==> config.mk <==
export PLATFORM = sky130hd
export DESIGN_NAME = instruction_fetch_unit_flat
export DESIGN_NICKNAME = d
export VERILOG_FILES = /design/src/rtl/instruction_fetch_unit_pkg.sv /design/src/rtl/instruction_fetch_unit_if.sv /design/src/rtl/instruction_fetch_unit_if_id_pipeline_register.sv /design/src/rtl/instruction_fetch_unit.sv /design/src/flat_wrapper.sv
export SDC_FILE = /design/constraint.sdc
export NUM_CORES = 1
export LEC_CHECK = 0
export ABC_AREA = 1
export ABC_CLOCK_PERIOD_IN_PS = 5900
export CAP_MARGIN = 20
export CORE_MARGIN = 1.5
export CORE_UTILIZATION = 40
export DETAILED_ROUTE_END_ITERATION = 8
export PLACE_DENSITY_LB_ADDON = 0.25
export SYNTH_ARGS = -nofsm -noshare
export SYNTH_HDL_FRONTEND = slang
export SYNTH_SLANG_ARGS = --single-unit
==> constraint.sdc <==
create_clock -name clk -period 5.9 [get_ports clk]
set_input_delay 1.475 -clock clk [delete_from_list [all_inputs] [get_ports clk]]
set_output_delay 1.475 -clock clk [all_outputs]
set_load 0.005 [all_outputs]
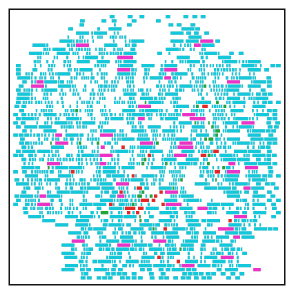
*Drive-strength map*
(1.5 px per um)
[red] drive 3 to 4 | cells: 24 | share: 1.2%
[green] drive 2 | cells: 36 | share: 1.9%
[magenta] drive 6 and up | cells: 46 | share: 2.4%
[cyan] drive 1 or less | cells: 1822 | share: 95%
Worst Setup Slack, final: 1.84 ns
Signal buffers: 213
area of all placed cells without fillers: 16000 um2
Area growth, synth to finish: 24.0%

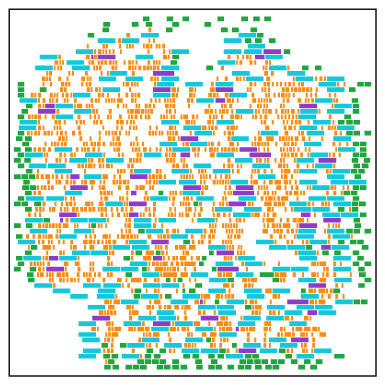
*Cell classes on the final placement*
(2 px per um)
[cyan] flip-flops | cells: 225 | share of their area: 36%
[orange] all other logic | cells: 1442 | share of their area: 44%
[green] other buffers and delay cells | cells: 213 | share of their area: 14%
[purple] clock drivers and dummy loads | cells: 48 | share of their area: 6.5%
Placement Rows: 65
Core Box Area: 31600 um2
sequential fraction of total cell area: 0.352

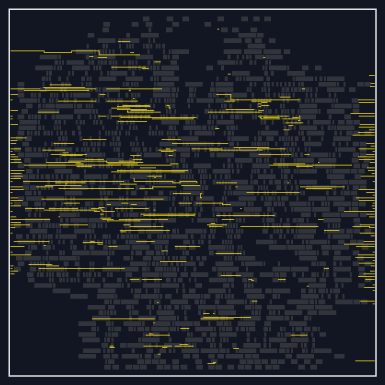
*Signal wires on met3*
(2 px per um)
nets with wire on the layer: 222
main direction: horizontal
grt met3 use: 0.0259
DRT Wirelength: 38700 um

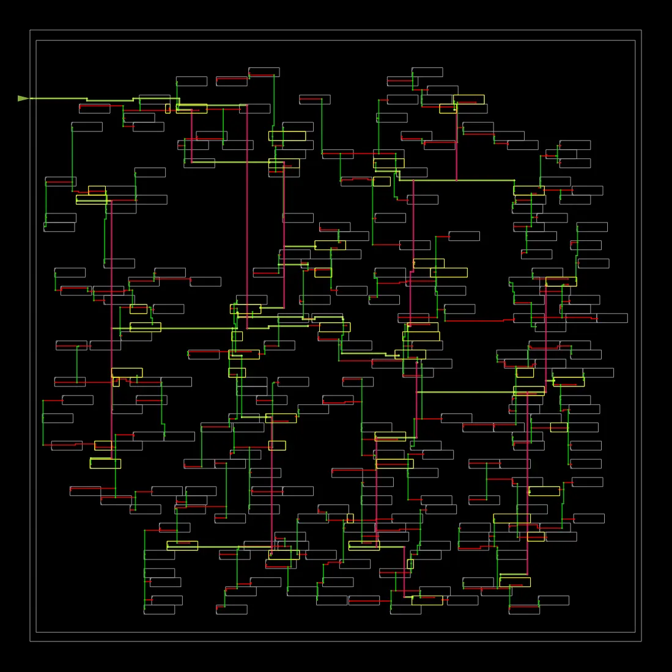
*Clock routing*
total CTS buffers: 27
Clock Skew: 0.0148 ns
Clock Sinks: 225

==> impl.org <==
#+TITLE: Synthesis and PnR summary

** Yosys
- Arithmetic-cell share of the synthesized area counting full adders, half adders and majority gates :: 0.00582
- Mapped Nets :: 1853
- The most used flip-flop cell after synthesis is dfrtp_1.
- Async S/R FF share, synth :: 1.00
- Post-synthesis, Yosys gives the total cell area as 12900 um2.
- Dominant combinational family :: simple AND/OR/NAND/NOR gates
- Sequential fraction of the synthesis area :: 0.436
- Number of distinct library cells after synthesis :: 42
- Of the post-synthesis cell area, the part taken by muxes is 0.0248.
- The synthesis run shows the most used standard cells to be 628 x nand2_1, 225 x dfrtp_1, 178 x o21ai_0, 121 x a21oi_1, 103 x nor2_1.
- Mean cell area of the mapped netlist :: 7.26 um2
- During synthesis, Yosys emitted a total of 0 warnings.
- Of the total synthesized cell area, the portion taken by AND, OR, NAND and NOR gates is 0.285.
- Xor-xnor portion of the synthesized cell area :: 0.00543
- Number of flops mapped to enable cells by yosys :: 0

** Drt
- Routed length per placed instance :: 16.6 um
- Final routed DRC violation total :: 0
- The violation tally recorded at the end of detailed-routing iteration 0 is 1240.
- Once detail routing completed, the nets flagged for antenna violations numbered 0.
- DRT Pass-1 Iters :: 5
- For this run, the detailed router reports a per-instance via density of 5.41.

** Placement
- Number of cells after detailed placement :: 2282
- After detailed placement, the total cell area comes to 15000 um2.
- DP Worst Slack :: 1.65 ns
- The placement report lists the number of port buffers as 198.
- Note, the detailed placer reported a final HPWL of 26100 um.

** Setup path
- Buffer and inverter count on the worst path :: 2
- The critical path in this run is classified as flip-flop to flip-flop.
- The STA report counts the stages on the worst setup path as 14.
- On the critical path the largest part of the delay comes from simple AND/OR/NAND/NOR gates.
- The slowest stage of the critical path belongs to the cell ha_2.
- Maximum fanout along the worst path :: 43

** Layout
- The final layout contains 1984 nets.
- Fraction of final layout cells with drive strength greater than 1 :: 0.0550
- Number of inserted diodes :: 0
- The post-route utilization of the core is recorded as 0.506.
- Non-filler cells in the finished layout :: 2330

** Clock network
- For reference, the clock transition at the flip-flops on the worst setup and hold paths is 0.06 ns.
- After clock tree synthesis, the setup repair step added 0 buffers.
- The clock passes through at most 3 buffers.
- In this run the clock root is driven by a clkbuf_16.
- Post-CTS Resized :: 0
- TritonCTS built the clock tree.

** STA
- Fin crit share :: 0.687
- Min cycle time layout :: 4.06 ns
- On the final layout, the worst hold slack is 0.469 ns.
- Worst slew pin tran :: 1.04 ns
- Max Clk Rate :: 0.247 GHz
- Slew HR :: 0.305
- Adding up every negative setup slack in the final design gives 0 ns.
- The final max-slew violation count recorded for this run is 0.

** Min path
- Note that the worst hold path type here is flip-flop to flip-flop.

** Global route
- Global routing usage on met1 :: 0.347
- The global routing report lists met2 layer usage as 0.360.
- Recorded from the global router log, the overflow total was 0.
- Entering global routing, the biggest net connects 80 pins.
- Via count of the first global-routing pass :: 11896
- Number of antenna violations at the first check in global routing :: 0

** Power
- For this design the ratio of total power to cell area is 525 nW/um2.
- Maximum vdd ir drop :: 0.266 mV
- Power Internal :: 4.80 mW
- Switching power share of the total :: 0.430
- Net switching power :: 3.61 mW

** Floorplan
- According to the floorplan report, the total die area is 33400 um2.

** Run
- Max-capacitance violation count :: 0

** Outcome
- Outcome :: finished clean
-- layout by cell type (no fill, tap or decap), types with 5 or more instances in the layout --
master	n
nand2_1	627
dfrtp_1	225
clkdlybuf4s50_1	195
o21ai_0	178
a21oi_1	120
nor2_1	103
inv_1	97
nand3_1	91
o31ai_1	46
mux2i_1	32
clkbuf_16	27
nand4_1	19
a31oi_1	15
buf_4	15
nor2_2	13
o21ai_1	12
and2_1	12
clkbuf_8	11
nor3_1	8
inv_2	7
nand2_2	7
a211oi_1	7
xor2_1	6
o22ai_1	6
nor2_4	5
o211ai_1	5
ha_1	5
bufinv_16	5
-- routing by layer --
| layer | vias to the layer above | wire [um] |
|---|---|---|
| li1 | 6154 | - |
| met1 | 5918 | 18100 |
| met2 | 479 | 17100 |
| met3 | 57 | 2730 |
| met4 | 0 | 792 |
| met5 | - | 0 |
-- logic make-up (layout without fill, tap and decap cells) --
| logic type | count (synthesis) | after routing |
|---|---|---|
| AND-OR/OR-AND | 398 | 398 |
| AND/OR/NAND/NOR | 893 | 893 |
| buffers and inverters | 216 | 366 |
| flip-flops | 225 | 225 |
| adder cells (fa/ha/maj) | 6 | 6 |
| XOR/XNOR | 8 | 8 |
| multiplexers | 32 | 32 |
-- power by group through the flow --
stage	Sequential [mW]	Combinational, mW	Clock, mW
floorplan	2.51	2.51	0
global placement	2.68	3.80	0
detailed placement	2.68	3.86	0
CTS	2.67	3.88	1.89
global route	2.75	4.37	1.95
finish	2.68	3.87	1.85
-- final cells by class --
| type | instances | area (um2) |
|---|---|---|
| Multi-Input combinational cell | 1337 | 6360 |
| Clock buffer | 39 | 831 |
| Timing Repair Buffer | 213 | 2100 |
| Sequential cell | 225 | 5630 |
| Fill cell | 3070 | 15600 |
| Tap cell | 402 | 503 |
| Clock inverter | 9 | 174 |
| Inverter | 105 | 397 |
Power figures rest on the tool's default switching activity, not on a simulated workload.
